## src/rtl/mac_sequencer_if.sv

```systemverilog
// Bundles the job request, operand stream, processor drive and result port of mac_sequencer.
// The sequencer uses the slave view; its environment (job source, processor, sink) uses master.
interface mac_sequencer_if #(
  parameter int DW = 8,
  parameter int RW = 20,
  parameter int LW = 4
);
  logic          start_i;
  logic [LW-1:0] len_i;
  logic          busy_o;
  logic          in_valid_i;
  logic [DW-1:0] in_a_i;
  logic [DW-1:0] in_b_i;
  logic          in_ready_o;
  logic [DW-1:0] a_o;
  logic [DW-1:0] b_o;
  logic          enable_o;
  logic          retro_o;
  logic          done_i;
  logic [RW-1:0] proc_out_i;
  logic          res_valid_o;
  logic [RW-1:0] res_o;
  logic          res_ready_i;

  modport slave (
    input  start_i, len_i, in_valid_i, in_a_i, in_b_i, done_i, proc_out_i, res_ready_i,
    output busy_o, in_ready_o, a_o, b_o, enable_o, retro_o, res_valid_o, res_o
  );

  modport master (
    output start_i, len_i, in_valid_i, in_a_i, in_b_i, done_i, proc_out_i, res_ready_i,
    input  busy_o, in_ready_o, a_o, b_o, enable_o, retro_o, res_valid_o, res_o
  );
endinterface

```

## src/rtl/mac_sequencer.sv

```systemverilog
// Operand sequencer for the MAC processor: streams len operand pairs into it, counts its done
// pulses, and holds the final accumulated output on a valid/ready result port.
module mac_sequencer #(
  parameter int DW    = 8,
  parameter int RW    = 20,
  parameter int N_MAX = 8,
  parameter int LW    = 4
) (
  input  logic            clk,
  input  logic            rst,
  mac_sequencer_if.slave  bus
);

  typedef enum logic [1:0] {
    S_IDLE = 2'd0,
    S_FEED = 2'd1,
    S_WAIT = 2'd2,
    S_HOLD = 2'd3
  } state_e;

  state_e        state_q, state_d;
  logic [LW-1:0] len_q, len_d;
  logic [LW-1:0] acc_cnt_q, acc_cnt_d;
  logic [LW-1:0] done_cnt_q, done_cnt_d;
  logic [DW-1:0] a_q, a_d;
  logic [DW-1:0] b_q, b_d;
  logic          enable_q, enable_d;
  logic          retro_q, retro_d;
  logic [RW-1:0] res_q, res_d;
  logic          res_valid_q, res_valid_d;
  logic          busy_q, busy_d;

  logic          accept;
  logic          len_ok;
  logic [LW-1:0] acc_next;
  logic [LW-1:0] done_next;

  assign accept    = (state_q == S_FEED) && bus.in_valid_i;
  assign len_ok    = (bus.len_i != '0) && (bus.len_i <= LW'(N_MAX));
  assign acc_next  = acc_cnt_q + LW'(1);
  assign done_next = done_cnt_q + LW'(1);

  always_comb begin
    // NOTE: every variable gets a default before the case so no path can leave it unassigned (no latch).
    state_d     = state_q;
    len_d       = len_q;
    acc_cnt_d   = acc_cnt_q;
    done_cnt_d  = done_cnt_q;
    a_d         = a_q;
    b_d         = b_q;
    enable_d    = 1'b0;
    retro_d     = retro_q;
    res_d       = res_q;
    res_valid_d = res_valid_q;

    unique case (state_q)
      S_IDLE: begin
        if (bus.start_i && len_ok) begin
          len_d      = bus.len_i;
          acc_cnt_d  = '0;
          done_cnt_d = '0;
          state_d    = S_FEED;
        end
      end
      S_FEED: begin
        if (accept) begin
          a_d       = bus.in_a_i;
          b_d       = bus.in_b_i;
          enable_d  = 1'b1;
          // First term overwrites the processor accumulator, later terms add to it.
          retro_d   = (acc_cnt_q != '0);
          acc_cnt_d = acc_next;
          if (acc_next == len_q) state_d = S_WAIT;
        end
      end
      S_WAIT: ;
      S_HOLD: begin
        if (bus.res_ready_i) begin
          res_valid_d = 1'b0;
          state_d     = S_IDLE;
        end
      end
      default: state_d = S_IDLE;
    endcase

    // The processor reports one done per product; only the len-th carries the full sum.
    if (((state_q == S_FEED) || (state_q == S_WAIT)) && bus.done_i) begin
      done_cnt_d = done_next;
      if (done_next == len_q) begin
        res_d       = bus.proc_out_i;
        res_valid_d = 1'b1;
        state_d     = S_HOLD;
      end
    end

    busy_d = (state_d != S_IDLE);
  end

  always_ff @(posedge clk or negedge rst) begin
    if (!rst) begin
      state_q     <= S_IDLE;
      len_q       <= '0;
      acc_cnt_q   <= '0;
      done_cnt_q  <= '0;
      a_q         <= '0;
      b_q         <= '0;
      enable_q    <= 1'b0;
      retro_q     <= 1'b0;
      res_q       <= '0;
      res_valid_q <= 1'b0;
      busy_q      <= 1'b0;
    end else begin
      // NOTE: non-blocking assignments so every flop samples the pre-edge values of the others.
      state_q     <= state_d;
      len_q       <= len_d;
      acc_cnt_q   <= acc_cnt_d;
      done_cnt_q  <= done_cnt_d;
      a_q         <= a_d;
      b_q         <= b_d;
      enable_q    <= enable_d;
      retro_q     <= retro_d;
      res_q       <= res_d;
      res_valid_q <= res_valid_d;
      busy_q      <= busy_d;
    end
  end

  assign bus.in_ready_o  = (state_q == S_FEED);
  assign bus.busy_o      = busy_q;
  assign bus.a_o         = a_q;
  assign bus.b_o         = b_q;
  assign bus.enable_o    = enable_q;
  assign bus.retro_o     = retro_q;
  assign bus.res_valid_o = res_valid_q;
  assign bus.res_o       = res_q;

endmodule

```

## src/flat_wrapper.sv

```systemverilog
// flat-port wrapper written by rule: the top's interface ports become plain ports
module mac_sequencer_flat 
#(
  parameter int DW    = 8,
  parameter int RW    = 20,
  parameter int N_MAX = 8,
  parameter int LW    = 4
)
  (clk, rst, bus_start_i, bus_len_i, bus_in_valid_i, bus_in_a_i, bus_in_b_i, bus_done_i, bus_proc_out_i, bus_res_ready_i, bus_busy_o, bus_in_ready_o, bus_a_o, bus_b_o, bus_enable_o, bus_retro_o, bus_res_valid_o, bus_res_o);
  mac_sequencer_if #(.DW(DW), .RW(RW), .LW(LW)) bus_i ();
  input  logic clk;
  input  logic rst;
  input wire logic [$bits(bus_i.start_i)-1:0] bus_start_i;
  input wire logic [$bits(bus_i.len_i)-1:0] bus_len_i;
  input wire logic [$bits(bus_i.in_valid_i)-1:0] bus_in_valid_i;
  input wire logic [$bits(bus_i.in_a_i)-1:0] bus_in_a_i;
  input wire logic [$bits(bus_i.in_b_i)-1:0] bus_in_b_i;
  input wire logic [$bits(bus_i.done_i)-1:0] bus_done_i;
  input wire logic [$bits(bus_i.proc_out_i)-1:0] bus_proc_out_i;
  input wire logic [$bits(bus_i.res_ready_i)-1:0] bus_res_ready_i;
  output wire logic [$bits(bus_i.busy_o)-1:0] bus_busy_o;
  output wire logic [$bits(bus_i.in_ready_o)-1:0] bus_in_ready_o;
  output wire logic [$bits(bus_i.a_o)-1:0] bus_a_o;
  output wire logic [$bits(bus_i.b_o)-1:0] bus_b_o;
  output wire logic [$bits(bus_i.enable_o)-1:0] bus_enable_o;
  output wire logic [$bits(bus_i.retro_o)-1:0] bus_retro_o;
  output wire logic [$bits(bus_i.res_valid_o)-1:0] bus_res_valid_o;
  output wire logic [$bits(bus_i.res_o)-1:0] bus_res_o;
  assign bus_i.start_i = bus_start_i;
  assign bus_i.len_i = bus_len_i;
  assign bus_i.in_valid_i = bus_in_valid_i;
  assign bus_i.in_a_i = bus_in_a_i;
  assign bus_i.in_b_i = bus_in_b_i;
  assign bus_i.done_i = bus_done_i;
  assign bus_i.proc_out_i = bus_proc_out_i;
  assign bus_i.res_ready_i = bus_res_ready_i;
  assign bus_busy_o = bus_i.busy_o;
  assign bus_in_ready_o = bus_i.in_ready_o;
  assign bus_a_o = bus_i.a_o;
  assign bus_b_o = bus_i.b_o;
  assign bus_enable_o = bus_i.enable_o;
  assign bus_retro_o = bus_i.retro_o;
  assign bus_res_valid_o = bus_i.res_valid_o;
  assign bus_res_o = bus_i.res_o;
  mac_sequencer #(.DW(DW), .RW(RW), .N_MAX(N_MAX), .LW(LW)) u_core (.clk(clk), .rst(rst), .bus(bus_i));
endmodule
```

## config.mk

```make
export PLATFORM = sky130hd
export DESIGN_NAME = mac_sequencer_flat
export DESIGN_NICKNAME = d
export VERILOG_FILES = /design/src/rtl/mac_sequencer_if.sv /design/src/rtl/mac_sequencer.sv /design/src/flat_wrapper.sv
export SDC_FILE = /design/constraint.sdc
export NUM_CORES = 1
export LEC_CHECK = 0
export ABC_AREA = 1
export CORE_MARGIN = 5
export CORE_UTILIZATION = 45
export CTS_CLUSTER_SIZE = 25
export DETAILED_ROUTE_END_ITERATION = 7
export HOLD_SLACK_MARGIN = 0.05
export PLACE_DENSITY_LB_ADDON = 0.1
export SYNTH_ARGS = -nofsm -noshare
export SYNTH_HDL_FRONTEND = slang
export SYNTH_SLANG_ARGS = --single-unit
```

## constraint.sdc

```tcl
create_clock -name clk -period 2.4 [get_ports clk]
set_clock_uncertainty 0.2 [all_clocks]
set_input_delay 0.24 -clock clk [delete_from_list [all_inputs] [get_ports clk]]
set_output_delay 0.24 -clock clk [all_outputs]
set_load 0.005 [all_outputs]
```

==> images/cell_classes.png <==
Drawn at 3 px/µm.
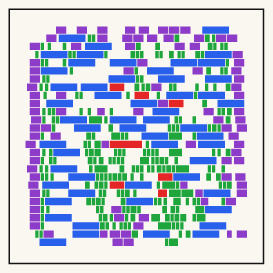
blue -> flip-flops  # cells 54, share of their area 39%
red -> clock drivers and dummy loads  # cells 7, share of their area 3.1%
green -> all other logic  # cells 238, share of their area 31%
purple -> other buffers and delay cells  # cells 93, share of their area 26%

==> images/met3.png <==
Drawn at 4 px/µm. Cells faint in the background.
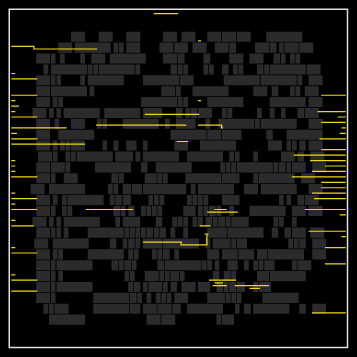
main direction = horizontal
nets with wire on the layer = 63
vias: 2266
final routed wirelength across all metal layers: 6100 µm
global-route met3 utilization: 0.0500

==> images/clock_map.png <==
Drawn at 6 px/µm.
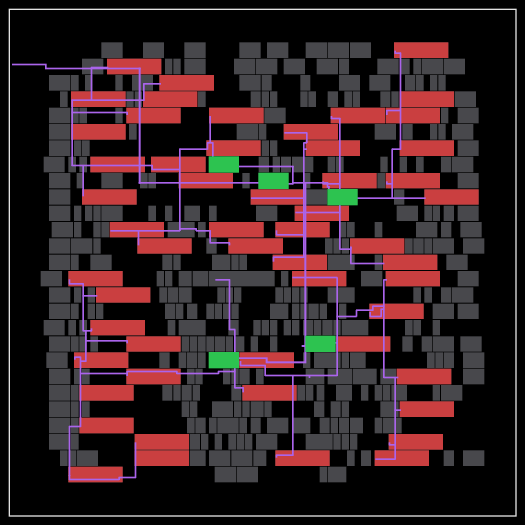
red -> flip-flops  # count 54
purple -> clock wires  # length 631 µm
green -> cells driving clock nets  # count 5
routed clock nets = 6

==> qor.log <==
INFO  critical_path  path_buffers=2
INFO  status         status=completed
INFO  global_routing grt_pass1_wl=10400µm
INFO  layout         final_cell_count_no_fill=464
INFO  layout         diodes=0
INFO  yosys          synth.cells.most_frequent=sky130_fd_sc_hd__nand2_1 (142), sky130_fd_sc_hd__dfrtp_1 (54), sky130_fd_sc_hd__nand3_1 (29)
INFO  power_and_ir_drop leakagePower=1.77nW
INFO  global_routing grt_remaining_overflow=0
INFO  floorplanning  core-area=5440µm²
INFO  layout         regArea=1350µm²
INFO  routing        routed_via_density=4.88
INFO  yosys          synth_top_area_share=0.545
INFO  final_timing   finalHoldViolCount=0
INFO  global_routing grt_pass1_vias=2247
INFO  routing        dr_wl_met3=396µm
INFO  critical_path  critical_path.most_common_cell=sky130_fd_sc_hd__nand2_1
INFO  clock_network  clockRootBuffer=sky130_fd_sc_hd__clkbuf_8
INFO  yosys          aoi_share=0.0449
INFO  yosys          synth_simple_gate_area_share=0.300
INFO  global_routing busiest_layer=met2
INFO  routing        wl_per_cell=13.1µm
INFO  floorplanning  die-height=84.2µm
INFO  routing        top_sig_layer=met4
INFO  global_routing grt.total_usage=0.177
INFO  yosys          synth-area-yosys=2480µm²
INFO  yosys          postSynthRegisterBits=54
INFO  yosys          ys_sh_adder=0.0353
INFO  global_routing pin_count_of_the_biggest_net_entering_global_routing=24
INFO  clock_network  cts.sink_count=54
INFO  clock_network  clk_pin_slew=0.09ns
INFO  placed_design  place_inst=456
INFO  final_timing   worstMarginPinSlew=0.407ns
INFO  critical_path  crit_type=reg2reg
INFO  critical_path  path_max_fanout=20
INFO  critical_path  rrSetupSlack=0.28ns
INFO  power_and_ir_drop design_power_total=4.07mW
INFO  final_timing   grt_setup_unrepaired=no
INFO  yosys          synth_area_leader_cell=sky130_fd_sc_hd__dfrtp_1
INFO  final_timing   setup_total_negative_slack=0ns
INFO  floorplanning  initCoreUtil=0.456
INFO  clock_network  cts-hold-fix-buffers=1
INFO  critical_path  end_kind=flip-flop
INFO  final_timing   finalClockPeriodUsage=0.881
INFO  floorplanning  num_rows=27
==> images/final_clocks.png <==
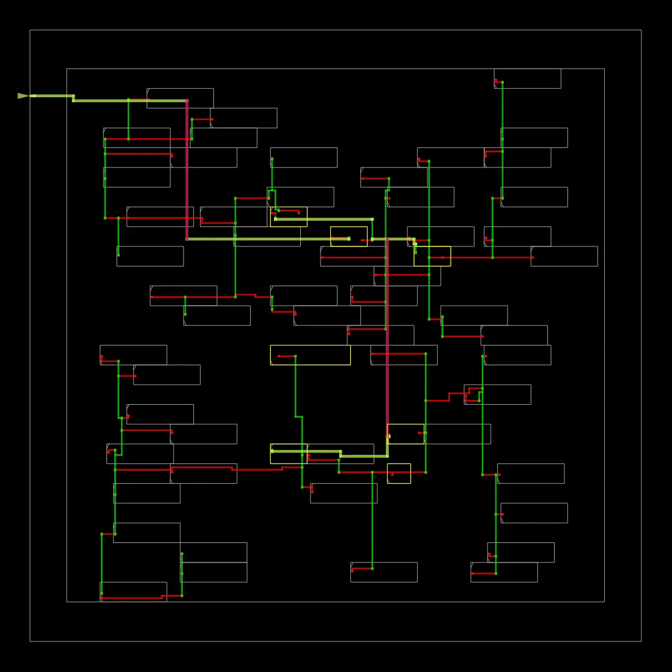
clock latency on the worst-skew pair: 0.30 ns
P_clk: 0.600 mW

==> images/port_nets.png <==
Drawn at 6 px/µm.
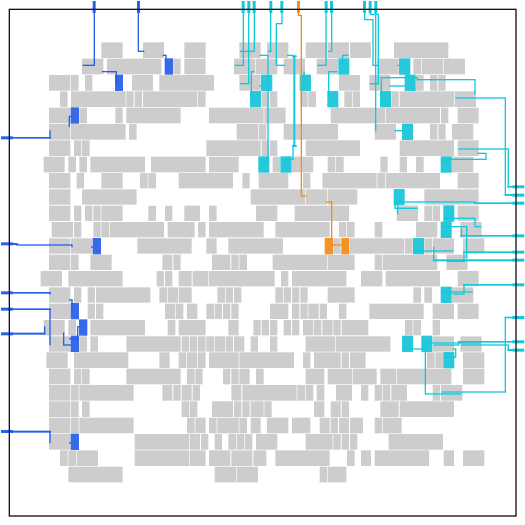
blue -> bus_in_b_i  # bits 8, direction input, end cells 8, buffers 8, wire 88.7 µm
cyan -> bus_proc_out_i  # bits 20, direction input, end cells 20, buffers 20, wire 433 µm
orange -> bus_res_ready_i  # bits 1, direction input, end cells 2, buffers 1, wire 44.0 µm

-- per-stage QoR --
stage	hold slack, ns	worst slack, ns	area, µm²
5_1_grt	0.215	0.107	3530
2_1_floorplan	-0.256	0.570	2480
3_5_place_dp	-0.00392	0.183	3410
3_3_place_gp	-0.00668	0.273	3410
6_report	0.189	0.285	3530
4_1_cts	0.205	0.174	3530
-- final cells by class --
type                    count  area share
clock buffers               5      0.0195
clock inverters             2      0.0110
flip-flops and latches     54       0.383
repair buffers             93       0.258
well taps                  72      0.0255
multi-input cells         214       0.278
inverters                  24      0.0255
-- power by group --
part	switching (mW)	internal [mW]	total [mW]
combinational	0.900	0.970	1.87
clock	0.293	0.307	0.600
sequential	0.281	1.32	1.60
total	1.47	2.59	4.07
Power and IR drop assume default switching activity.
